==> images/m1.png <==
Cells faint in the background.
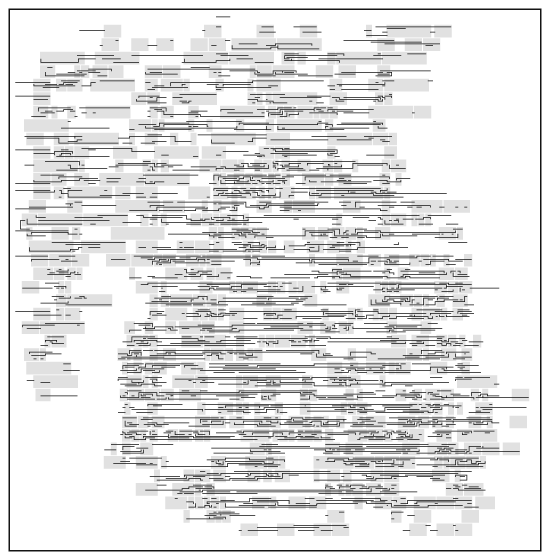
==> images/m2.png <==
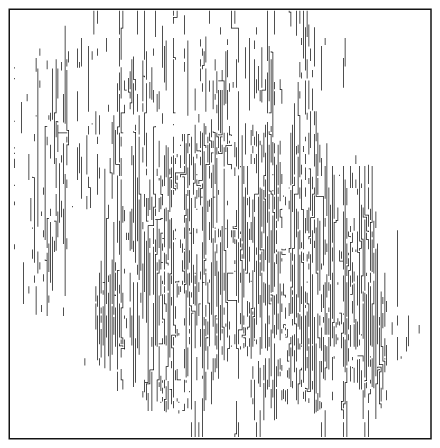
$ cat config.mk
export PLATFORM = sky130hd
export DESIGN_NAME = gpio_irq_ctrl
export DESIGN_NICKNAME = d
export VERILOG_FILES = /design/src/rtl/gpio_irq_ctrl_pkg.sv /design/src/rtl/gpio_irq_ctrl_rr_pick.sv /design/src/rtl/gpio_irq_ctrl.sv
export SDC_FILE = /design/constraint.sdc
export NUM_CORES = 1
export LEC_CHECK = 0
export CORE_AREA = 2 2 105 107
export CTS_CLUSTER_SIZE = 14
export DETAILED_ROUTE_END_ITERATION = 10
export DIE_AREA = 0 0 107 109
export GPL_TIMING_DRIVEN = 0
export PLACE_DENSITY_LB_ADDON = 0.2
export RECOVER_POWER = 50
export SETUP_SLACK_MARGIN = 0.4
export SLEW_MARGIN = 10
export SYNTH_ARGS = -nofsm -noshare
export SYNTH_HDL_FRONTEND = slang
export SYNTH_SLANG_ARGS = --single-unit
$ cat constraint.sdc
create_clock -name clock -period 6.2 [get_ports clock]
set_clock_uncertainty 0.15 [all_clocks]
set_input_delay 0.62 -clock clock [delete_from_list [all_inputs] [get_ports clock]]
set_output_delay 0.62 -clock clock [all_outputs]
set_load 0.01 [all_outputs]
$ cat src/rtl/gpio_irq_ctrl_pkg.sv
// gpio_pkg: shared types and sizing helpers for the gpio interrupt controller.
// The controller state encoding, the source-id width calculation and the
// index of the group/all-condition interrupt source are defined here.
package gpio_pkg;

  // Controller state: waiting for an eligible source, or holding one for the CPU.
  typedef enum logic {
    ST_IDLE = 1'b0,
    ST_HOLD = 1'b1
  } irq_state_t;

  // Default pin count; the group source sits one past the last pin.
  localparam int GPIO_IRQ_WIDTH_DEFAULT = 8;
  localparam int GPIO_IRQ_SRC_GROUP     = GPIO_IRQ_WIDTH_DEFAULT;

  // Width of a source index covering sources 0..width (inclusive).
  function automatic int gpio_idw(input int width);
    int n;
    n = width + 1;
    return (n > 1) ? $clog2(n) : 1;
  endfunction

  // Index of the group source for a given pin count.
  function automatic int gpio_src_group(input int width);
    return width;
  endfunction

endpackage

$ cat src/rtl/gpio_irq_ctrl_rr_pick.sv
// gpio_rr_pick: combinational round-robin picker.
// Returns the first set request at or after ptr, wrapping from N-1 to 0.
// ptr is expected to be in the range 0..N-1.
module gpio_rr_pick #(
  parameter int N  = 9,
  parameter int PW = 4
) (
  input  logic [N-1:0]  req,
  input  logic [PW-1:0] ptr,
  output logic [PW-1:0] gnt_idx,
  output logic          gnt_any
);

  logic [2*N-1:0] dbl_s;
  logic [N-1:0]   rot_s;
  logic [PW:0]    sum_s;
  logic [PW:0]    idx_s;

  // Rotate the requests so bit 0 is the ptr position, then take the lowest set bit.
  always_comb begin
    dbl_s   = {req, req} >> ptr;
    rot_s   = dbl_s[N-1:0];
    gnt_idx = '0;
    gnt_any = 1'b0;
    sum_s   = '0;
    idx_s   = '0;
    for (int k = 0; k < N; k++) begin
      sum_s   = {1'b0, ptr} + (PW+1)'(k);
      idx_s   = (sum_s >= (PW+1)'(N)) ? (sum_s - (PW+1)'(N)) : sum_s;
      gnt_idx = (rot_s[k] && !gnt_any) ? idx_s[PW-1:0] : gnt_idx;
      gnt_any = gnt_any | rot_s[k];
    end
  end

endmodule

$ cat src/rtl/gpio_irq_ctrl.sv
// gpio_irq_ctrl: round-robin interrupt collector between gpio and the CPU.
// Accepts one eligible gpio interrupt at a time (one-cycle ir_ready pulse),
// presents it on irq_valid/irq_id until the CPU acknowledges, and counts
// completed acknowledges.
// Optional feature macro: GPIO_IRQ_GROUP_PRIO_EN -- when defined, the group
// source (index WIDTH) always wins and round-robin only covers the pins.
module gpio_irq_ctrl
  import gpio_pkg::*;
#(
  parameter  int WIDTH = GPIO_IRQ_WIDTH_DEFAULT,
  parameter  int CNT_W = 16,
  localparam int IDW   = gpio_idw(WIDTH)
) (
  input  logic             clock,
  input  logic             reset,
  input  logic [WIDTH:0]   ir_valid,
  output logic [WIDTH:0]   ir_ready,
  input  logic [WIDTH:0]   enable,
  output logic             irq_valid,
  input  logic             irq_ready,
  output logic [IDW-1:0]   irq_id,
  output logic [CNT_W-1:0] irq_count
);

  localparam int NSRC = WIDTH + 1;
`ifdef GPIO_IRQ_GROUP_PRIO_EN
  localparam int RR_N = WIDTH;
`else
  localparam int RR_N = NSRC;
`endif
  localparam logic [IDW-1:0] GRP_ID  = IDW'(gpio_src_group(WIDTH));
  localparam logic [IDW-1:0] LAST_RR = IDW'(RR_N - 1);

  irq_state_t       state_r;
  logic [NSRC-1:0]  ir_ready_r;
  logic             irq_valid_r;
  logic [IDW-1:0]   irq_id_r;
  logic [CNT_W-1:0] irq_count_r;
  logic [IDW-1:0]   ptr_r;

  logic [NSRC-1:0]  eligible_s;
  logic [IDW-1:0]   rr_idx_s;
  logic             rr_any_s;
  logic [IDW-1:0]   gnt_idx_s;
  logic             gnt_any_s;
  logic [NSRC-1:0]  gnt_onehot_s;
  logic [IDW-1:0]   ptr_next_s;

  assign eligible_s = ir_valid & enable;

  gpio_rr_pick #(
    .N  (RR_N),
    .PW (IDW)
  ) u_rr_pick (
    .req     (eligible_s[RR_N-1:0]),
    .ptr     (ptr_r),
    .gnt_idx (rr_idx_s),
    .gnt_any (rr_any_s)
  );

  // Final grant: round-robin result, optionally overridden by the group source.
  always_comb begin
    gnt_idx_s = rr_idx_s;
    gnt_any_s = rr_any_s;
`ifdef GPIO_IRQ_GROUP_PRIO_EN
    if (eligible_s[WIDTH]) begin
      gnt_idx_s = GRP_ID;
      gnt_any_s = 1'b1;
    end else begin
      gnt_idx_s = rr_idx_s;
      gnt_any_s = rr_any_s;
    end
`endif
    gnt_onehot_s = {{(NSRC-1){1'b0}}, 1'b1} << gnt_idx_s;
  end

  // Pointer after serving irq_id_r: one past the served source, wrapping.
  always_comb begin
    ptr_next_s = ptr_r;
`ifdef GPIO_IRQ_GROUP_PRIO_EN
    if (irq_id_r == GRP_ID) begin
      ptr_next_s = ptr_r;
    end else if (irq_id_r == LAST_RR) begin
      ptr_next_s = '0;
    end else begin
      ptr_next_s = irq_id_r + IDW'(1);
    end
`else
    if (irq_id_r == LAST_RR) begin
      ptr_next_s = '0;
    end else begin
      ptr_next_s = irq_id_r + IDW'(1);
    end
`endif
  end

  // Controller FSM: grant in IDLE, hold for the CPU handshake in HOLD.
  always_ff @(posedge clock or negedge reset) begin
    if (!reset) begin
      state_r     <= ST_IDLE;
      ir_ready_r  <= '0;
      irq_valid_r <= 1'b0;
      irq_id_r    <= '0;
      irq_count_r <= '0;
      ptr_r       <= '0;
    end else begin
      case (state_r)
        ST_IDLE: begin
          if (gnt_any_s) begin
            irq_id_r    <= gnt_idx_s;
            irq_valid_r <= 1'b1;
            ir_ready_r  <= gnt_onehot_s;
            state_r     <= ST_HOLD;
          end else begin
            ir_ready_r  <= '0;
          end
        end
        ST_HOLD: begin
          // The gpio accept pulse lasts only the first HOLD cycle.
          ir_ready_r <= '0;
          if (irq_ready) begin
            irq_valid_r <= 1'b0;
            irq_count_r <= irq_count_r + CNT_W'(1);
            ptr_r       <= ptr_next_s;
            state_r     <= ST_IDLE;
          end else begin
            irq_valid_r <= 1'b1;
          end
        end
        default: begin
          state_r     <= ST_IDLE;
          ir_ready_r  <= '0;
          irq_valid_r <= 1'b0;
        end
      endcase
    end
  end

  assign ir_ready  = ir_ready_r;
  assign irq_valid = irq_valid_r;
  assign irq_id    = irq_id_r;
  assign irq_count = irq_count_r;

endmodule

==> Flow_metrics.wiki <==
== Run summary ==
{| class="wikitable"
! Metric !! Value
|-
| Area fraction in full adders, half adders and majority gates || 0.07240
|-
| Kind of end point of the critical path || flop
|-
| Count of inverters not on the clock network in the layout || 14
|-
| Initial antenna violation count || 0
|-
| Top cells by area || sky130_fd_sc_hd__dfrtp_1 21%, sky130_fd_sc_hd__ha_1 7.2%, sky130_fd_sc_hd__xnor2_1 6.1%
|-
| Share of the core filled with cells || 0.4648
|-
| Cell count after synthesis || 520
|-
| Distinct lib cells used || 82
|-
| HPWL after DPL || 10.74 mm
|-
| Final Hold Fails || 0
|-
| TritonCTS clock tree || done
|-
| Placeable core area || 10600 µm²
|-
| Number of cells on the worst reg-to-reg path || 14
|-
| RSZ-0062 raised after global routing || no
|-
| Synthesized chip area reported by yosys || 4148 µm²
|-
| Post-layout instance count excluding filler cells || 718
|-
| Sum of negative setup slack || 0 ps
|-
| Worst Hold Margin || 324.5 ps
|-
| Layout Nets || 622
|-
| Cell-by-cell trace of the critical path || buf_2 -> inv_1 -> clkbuf_1 -> ha_1 -> clkbuf_1 -> inv_1 -> a21oi_1 -> nand2_1 -> a21oi_1 -> nor3_1 -> a2111oi_4 -> a221oi_2 -> or3b_1 -> nor3b_1
|-
| Synth Area in Compound Gates || 0.2766
|-
| Min Tclk post-route || 4833 ps
|-
| Routed len/inst || 19.81 µm
|-
| Max Fclk || 0.2069 GHz
|-
| Hold Path Depth || 1
|-
| Total power of the final layout || 3.194 mW
|-
| Launching element type of the critical path || flop
|-
| Largest stage delay on the critical path || 850 ps
|-
| Post-Syn Area || 4148 µm²
|-
| Number of port buffers || 50
|-
| Max VDD drop || 312.2 µV
|-
| Biggest consumer || combinational cells
|-
| Dominant combinational family || simple AND/OR/NAND/NOR gates
|-
| Grt peak-use layer || met2
|-
| Max-cap viol count || 1
|-
| Overall fraction of global-route tracks in use || 0.2471
|-
| Cell family contributing the most delay on the critical path || buffers and inverters
|-
| Number of enable-type register cells in the synthesized netlist || 0
|-
| Startpoint of the lowest-slack hold path || irq_count[15]
|-
| Layout cell share with drive strength beyond 1 || 0.07612
|-
| WL final || 14.22 mm
|-
| R2R Path Start || ptr_r[1]
|-
| Routability Congestion || 0.9745
|-
| DRC || 0
|-
| First-pass GRT wire length || 22.76 mm
|-
| Top layer reached by signal wires || met4
|-
| H-tree levels || 2
|-
| Tap cells || 140
|-
| Setup slack after layout || 1367 ps
|-
| Run status || finished with violations
|-
| Top fanout value on the critical path || 17
|-
| Post-synthesis to final-layout area growth || 18.82%
|-
| Sw Share || 0.5697
|-
| Critical Path Stages || 14
|-
| Longest Clk Path Bufs || 2
|-
| Reported clock group power || 0.206 mW
|-
| Number of flip-flops and latches || 35
|-
| Cell group occupying the most layout area || multi-input combinational cells
|-
| Reg2Reg Setup Slack || 1370 ps
|-
| Worst setup path startpoint || ptr_r[1]
|-
| Share of the clock period used by the worst path after layout || 0.7795
|-
| Comb area share || 0.6260
|-
| Portion of total power attributed to the clock network || 0.064
|-
| Met2 Resource Use GR || 0.4040
|-
| Max transition margin || -0.2302
|-
| Register share after synthesis || 0.2112
|-
| Post-synth regs || 35
|-
| XORs/XNORs by Area || 0.07602
|-
| Clock buf/inv share || 0.02285
|-
| Sinks on the clock net || 35
|-
| Number of flip-flops in the largest register || 16
|-
| Post-detailed-route count of antenna-violating nets || 0
|-
| Power Combinational || 2.59 mW
|-
| Slew Limit Fails || 36
|-
| Cell at the slowest stage of the critical path || sky130_fd_sc_hd__clkbuf_1
|-
| Async set-reset flop share out of synthesis || 1.000
|-
| Setup repair bufs after CTS || 0
|-
| Number of warnings reported in the yosys synthesis log || 0
|-
| Detail Route met2 WL || 6.743 mm
|-
| Non-clock buffering overhead in the final layout || 0.1272
|-
| Flop share of the area || 0.1777
|-
| Maximum number of pins on one net before global-route repair || 36
|-
| Tightest Pin Transition || 1845 ps
|-
| Met3 routing resource usage after global routing || 0.02869
|-
| Tally of OpenROAD warnings || 44
|-
| Top cells by count || 55 x sky130_fd_sc_hd__nand2_1, 36 x sky130_fd_sc_hd__a21oi_1, 35 x sky130_fd_sc_hd__dfrtp_1
|-
| Power dissipated by switching net loads || 1.820 mW
|-
| Syn_nets || 565
|-
| Total power divided by cell area || 648.1 nW/µm²
|-
| Row count || 38
|-
| Basic Gates by Area || 0.2869
|-
| Avg Cell Area, Syn || 7.976 µm²
|-
| Violations in the final reports || max-capacitance violations, max-slew violations
|-
| Most common reg cell || sky130_fd_sc_hd__dfrtp_1
|-
| Count of plain and timing-repair buffers || 78
|-
| Hold worst-path end || irq_count[15]
|-
| Final design instance area without fill || 4928 µm²
|-
| Post-CTS clock slew at the launch and capture registers of the worst setup and hold paths || 80 ps
|-
| Placed cells || 710
|-
| Number of search-and-repair iterations in the first detailed-routing pass || 5
|-
| Share of Yosys cell area claimed by the top area cell type || 0.2112
|}
About m1.png:
nets with wire on the layer = 572
main direction = horizontal
share of all routed wire = 45%
met1 usage: 0.3434
total via count in the routed design: 4468

About m2.png:
longest straight run = 50.7 µm
wire length on this layer = 6740 µm

-- cells in the final DEF (no fill, tap or decap), types with 12 or more instances in the layout --
master                             n
sky130_fd_sc_hd__dfrtp_1          35
sky130_fd_sc_hd__nor3_1           18
sky130_fd_sc_hd__nand3_1          21
sky130_fd_sc_hd__inv_1            12
sky130_fd_sc_hd__clkdlybuf4s50_1  39
sky130_fd_sc_hd__o21ai_0          31
sky130_fd_sc_hd__a21oi_1          36
sky130_fd_sc_hd__clkbuf_1         14
sky130_fd_sc_hd__nand2_1          55
sky130_fd_sc_hd__xnor2_1          29
sky130_fd_sc_hd__ha_1             24
sky130_fd_sc_hd__nor2_1           34
Power figures rest on the tool's default switching activity, not on a simulated workload.
